**I/O pins on the die edge**

Drawn at 4 px/um. Pins as bars across the die edge, other pins in grey.
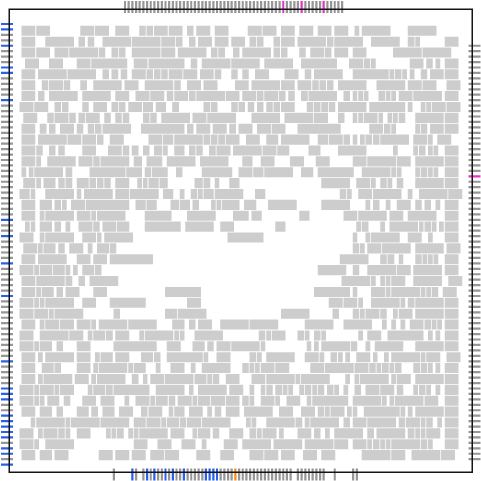
**Routing congestion map**

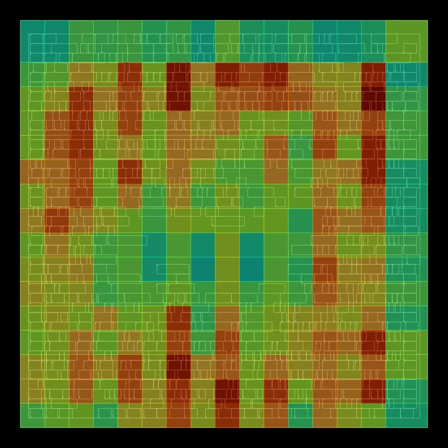
**Gate families picked out**

Drawn at 2 px/um.
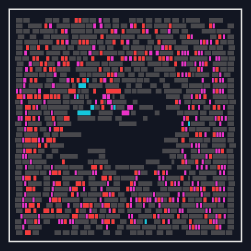
**Close-up of the layout**

Region (45, 22) to (70, 47) um. Cells in grey, sequential cells in the stronger grey; small squares are vias.
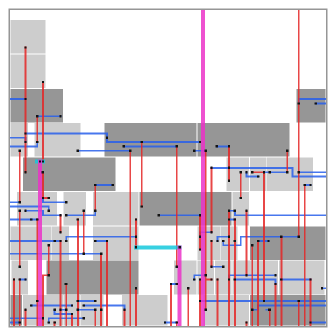
===== src/rtl/ram_arbiter_pkg.sv =====
// Shared types for the unified RAM port arbiter: word width, controller states,
// port ownership and the round-robin pick.
package ram_arbiter_pkg;

    localparam int unsigned WORD_W = 32;
    localparam int unsigned STRB_W = 4;

    typedef enum logic [1:0] {
        RAM_IDLE = 2'd0,
        RAM_WAIT = 2'd1,
        RAM_DONE = 2'd2
    } ram_state_t;

    typedef enum logic {
        OWNER_I = 1'b0,
        OWNER_D = 1'b1
    } ram_owner_t;

    // Under contention the port not granted last wins; last_d=0 favours data.
    function automatic ram_owner_t rr_pick(input logic i_req, input logic d_req,
                                           input logic last_d);
        if (i_req && d_req) begin
            return last_d ? OWNER_I : OWNER_D;
        end else if (d_req) begin
            return OWNER_D;
        end else begin
            return OWNER_I;
        end
    endfunction

endpackage


===== src/rtl/ram_arbiter.sv =====
// Shares one RAM port between instruction fetch and data access. Each access runs
// IDLE -> WAIT -> DONE; all outputs are registered.
module ram_arbiter
    import ram_arbiter_pkg::*;
(
    input  logic              clk,
    input  logic              rst,

    input  logic              i_req,
    input  logic [WORD_W-1:0] i_addr,
    output logic              i_done,
    output logic [WORD_W-1:0] i_rdata,

    input  logic              d_req,
    input  logic              d_wen,
    input  logic [WORD_W-1:0] d_addr,
    input  logic [WORD_W-1:0] d_wdata,
    input  logic [STRB_W-1:0] d_strobe,
    output logic              d_done,
    output logic [WORD_W-1:0] d_rdata,

    output logic              ram_en,
    output logic              ram_wen,
    output logic [WORD_W-1:0] ram_addr,
    output logic [WORD_W-1:0] ram_wdata,
    output logic [STRB_W-1:0] ram_strobe,
    input  logic [WORD_W-1:0] ram_rdata,
    input  logic              ram_ready
);

    ram_state_t state;
    ram_owner_t owner;
    ram_owner_t grant;
    logic       last_d;

    always_comb begin
        grant = rr_pick(i_req, d_req, last_d);
    end

    // ram_addr/ram_wdata double as the latched request; they hold after completion.
    always_ff @(posedge clk) begin
        if (rst) begin
            state      <= RAM_IDLE;
            owner      <= OWNER_I;
            last_d     <= 1'b0;
            ram_en     <= 1'b0;
            ram_wen    <= 1'b0;
            ram_addr   <= '0;
            ram_wdata  <= '0;
            ram_strobe <= '0;
            i_done     <= 1'b0;
            d_done     <= 1'b0;
            i_rdata    <= '0;
            d_rdata    <= '0;
        end else begin
            i_done <= 1'b0;
            d_done <= 1'b0;
            case (state)
                RAM_IDLE: begin
                    if (i_req || d_req) begin
                        state  <= RAM_WAIT;
                        owner  <= grant;
                        last_d <= (grant == OWNER_D);
                        ram_en <= 1'b1;
                        if (grant == OWNER_D) begin
                            ram_addr   <= d_addr;
                            ram_wdata  <= d_wdata;
                            ram_wen    <= d_wen;
                            ram_strobe <= d_wen ? d_strobe : '0;
                        end else begin
                            ram_addr   <= i_addr;
                            ram_wdata  <= '0;
                            ram_wen    <= 1'b0;
                            ram_strobe <= '0;
                        end
                    end
                end
                RAM_WAIT: begin
                    if (ram_ready) begin
                        state      <= RAM_DONE;
                        ram_en     <= 1'b0;
                        ram_wen    <= 1'b0;
                        ram_strobe <= '0;
                        if (owner == OWNER_D) begin
                            d_rdata <= ram_rdata;
                            d_done  <= 1'b1;
                        end else begin
                            i_rdata <= ram_rdata;
                            i_done  <= 1'b1;
                        end
                    end
                end
                RAM_DONE: begin
                    state <= RAM_IDLE;
                end
                default: begin
                    state <= RAM_IDLE;
                end
            endcase
        end
    end

endmodule


===== config.mk =====
export PLATFORM = sky130hd
export DESIGN_NAME = ram_arbiter
export DESIGN_NICKNAME = d
export VERILOG_FILES = /design/src/rtl/ram_arbiter_pkg.sv /design/src/rtl/ram_arbiter.sv
export SDC_FILE = /design/constraint.sdc
export NUM_CORES = 1
export LEC_CHECK = 0
export ABC_AREA = 0
export CAP_MARGIN = 20
export CORE_MARGIN = 2
export CORE_UTILIZATION = 43
export CTS_CLUSTER_DIAMETER = 30
export CTS_CLUSTER_SIZE = 8
export DETAILED_ROUTE_END_ITERATION = 8
export PLACE_DENSITY = 0.86
export SLEW_MARGIN = 20
export SYNTH_ARGS = -nofsm -noshare
export SYNTH_HDL_FRONTEND = slang
export SYNTH_SLANG_ARGS = --single-unit

===== constraint.sdc =====
create_clock -name clk -period 2.8 [get_ports clk]
set_input_delay 0.56 -clock clk [delete_from_list [all_inputs] [get_ports clk]]
set_output_delay 0.56 -clock clk [all_outputs]
set_load 0.005 [all_outputs]

==> results_slide.txt <==
Flow Results at a Glance

Run status
  – Run status: complete, no violations

Logic synthesis
  – Prevailing post-synth register cell: dfxtp_1
  – Synth area leader: dfxtp_1
  – Cells in synth_stat.txt: 652
  – Post-synthesis register bit count: between 100 and 150
  – Netlist area before placement: 5330 sq um
  – Yosys chip area: 5330 sq um
  – Max-area cell share: 0.522
  – Cell types with the highest counts after synthesis: nand2_1 (195), dfxtp_1 (139), a21oi_1 (130)
  – Average size of a mapped cell: 8.18 sq um

Setup path
  – Sort of element at the start of the critical path: flop
  – Required time of the critical path: 2.24 ns
  – Worst-path fanout max: 2
  – Capturing element type of the critical path: primary output

Power and ir drop
  – Sequential cell fraction of total power: 0.400
  – NetSw: 0.00127 W
  – Maximum resistive drop on vdd: 0.379 mV
  – Internal: 0.00416 W

Final timing
  – Final Skew: between 0.006 and 0.007 ns
  – Minimum clock period: 1.87 ns
  – Pin slew with the least headroom to its limit: 0.771 ns
  – Unrepaired setup endpoints after global routing: false

CTS
  – Resized cells post-CTS: 0
  – Number of buffers inserted to repair setup after CTS: 0
  – Root Driver: clkbuf_16
  – CTS clock-pin slew for the worst setup and hold paths: 0.06 ns
  – Htree depth: 4
  – Num Clock Sinks: 139
  – Total clock buffers created by CTS: 17
  – Insertion delay at the late pin of the worst-skew pair: about 0.42 ns

Drt
  – Total DRC errors in the routed layout: 0
  – Drt initial violations: 556
  – Total via count after detailed routing: 5602
  – Number of detailed-routing iterations run before antenna repair: 5
  – Post-DR vias/cell: 5.19

Flow run
  – Number of warning messages in the logs: 26

Final layout
  – Relative area change from synthesis to final layout: 63.5%
  – Number of antenna repair diodes: 0

GRT
  – Wire length of the first global-routing pass: 26800 um

Floorplanning
  – Floorplan Core Area: 12100 sq um
## Picture notes: 'I/O pins on the die edge'
Key: orange = ram_en [pins 1, direction output, edge bottom]; blue = d_addr [pins 32, direction input, edge 22 left, 10 bottom]; magenta = ram_strobe [pins 4, direction output, edge 3 top, 1 right]
height of the chip: 115 um
count of port buffers added during placement: 273
horizontal die dimension: 115 um

## Picture notes: 'routing congestion map'
met1 usage: 0.295
global-route track usage on met2: 0.440
met3 usage in global routing: 0.0928

## Picture notes: 'gate families picked out'
Key: magenta = nand cells [cells 232, where widely spread]; cyan = nor cells [cells 8]; red = aoi and oai cells [cells 197, where widely spread]

## Picture notes: 'close-up of the layout'
Key: cyan = M3; magenta = M4; blue = M1; red = M2
Most frequent: clkdlybuf4s50_1 (9), nand2_1 (8), dfxtp_1 (8). 33 logic cells have their middle in the window. Netlist names of flops here include i_rdata (3), ram_addr (3), d_rdata (2). Sequential cells in the window: 8.

## flip-flops by register name, summed over array words and instances (netlist names)
| name | flops |
|---|---|
| last_d | 1 |
| d_rdata | 32 |
| ram_en | 1 |
| i_rdata | 32 |
| ram_strobe | 4 |
| ram_wdata | 32 |
| d_done | 1 |
| state | 2 |
| i_done | 1 |
| ram_addr | 32 |
| ram_wen | 1 |
## area by class of cell
| class | instances | area (sq um) | share of cell area |
|---|---|---|---|
| clock inverter | 13 | 199 | 0.0228 |
| tap | 168 | 210 | 0.0241 |
| clock buffer | 19 | 433 | 0.0496 |
| inverter | 2 | 7.51 | 0.000861 |
| sequential | 139 | 2780 | 0.319 |
| timing repair buffer | 289 | 2860 | 0.328 |
| multi-input combinational | 449 | 2220 | 0.255 |
## layout by cell type, fill, tap and decap left out, drive strengths merged
cell	netlist	layout
nor3b	1	1
buf	36	17
dfxtp	139	139
a21o	1	1
a21bo	1	1
nand3	33	33
nand2b	1	1
nand4bb	1	1
nor2	7	7
inv	2	2
a31oi	1	1
and4bb	1	1
nand2	195	195
a21oi	130	130
a22o	4	4
a21boi	1	1
or2	2	2
clkdlybuf4s50	0	272
bufinv	0	5
clkinvlp	0	2
o21ai	32	32
nand3b	1	1
a311oi	32	32
clkbuf	26	19
clkinv	0	6
or3	1	1
nand4b	1	1
and4b	2	2
o22ai	1	1
## metal layers
metal	vias to the layer above	wire (um)	GRT usage
li1	2727	-	-
met1	2594	6600	0.295
met2	246	8700	0.440
met3	35	1510	0.0928
met4	0	473	0.106
met5	-	0	0
## cell families after synthesis
group | after synthesis | share of synthesized area
DFF | 139 | 0.522
buffers and inverters | 64 | 0.0610
and+or+nand+nor | 246 | 0.195
AOI/OAI and AO/OA | 203 | 0.222
## path summary, 6_finish.rpt
path	slack, ns	cells past startpoint	endpoint
setup / recovery	0.93	1	ram_addr[7]
hold / removal	0.45	2	i_rdata[23]
setup reg to reg	1.09	3	ram_addr[21]
hold reg to reg	0.45	2	i_rdata[23]
## per-stage QoR
stage | cell area (sq um) | worst slack, ns | instances | util
global placement | 8090 | 0.630 | 1047 | 0.671
finish | 8720 | 0.929 | 1079 | 0.723
CTS | 8720 | 0.911 | 1079 | 0.723
detailed placement | 8090 | 0.542 | 1047 | 0.671
global route | 8720 | 0.800 | 1079 | 0.723
floorplan | 5330 | 1.42 | 652 | -
## power groups by stage
stage	Sequential (W)	Combinational, W	Clock, W
4_1_cts	0.00217	0.000864	0.00243
6_report	0.00217	0.000860	0.00240
2_1_floorplan	0.00221	0.000348	0
3_3_place_gp	0.00220	0.000847	0
3_5_place_dp	0.00221	0.000856	0
5_1_grt	0.00218	0.000932	0.00254
Power is estimated from default activity; no workload was simulated.
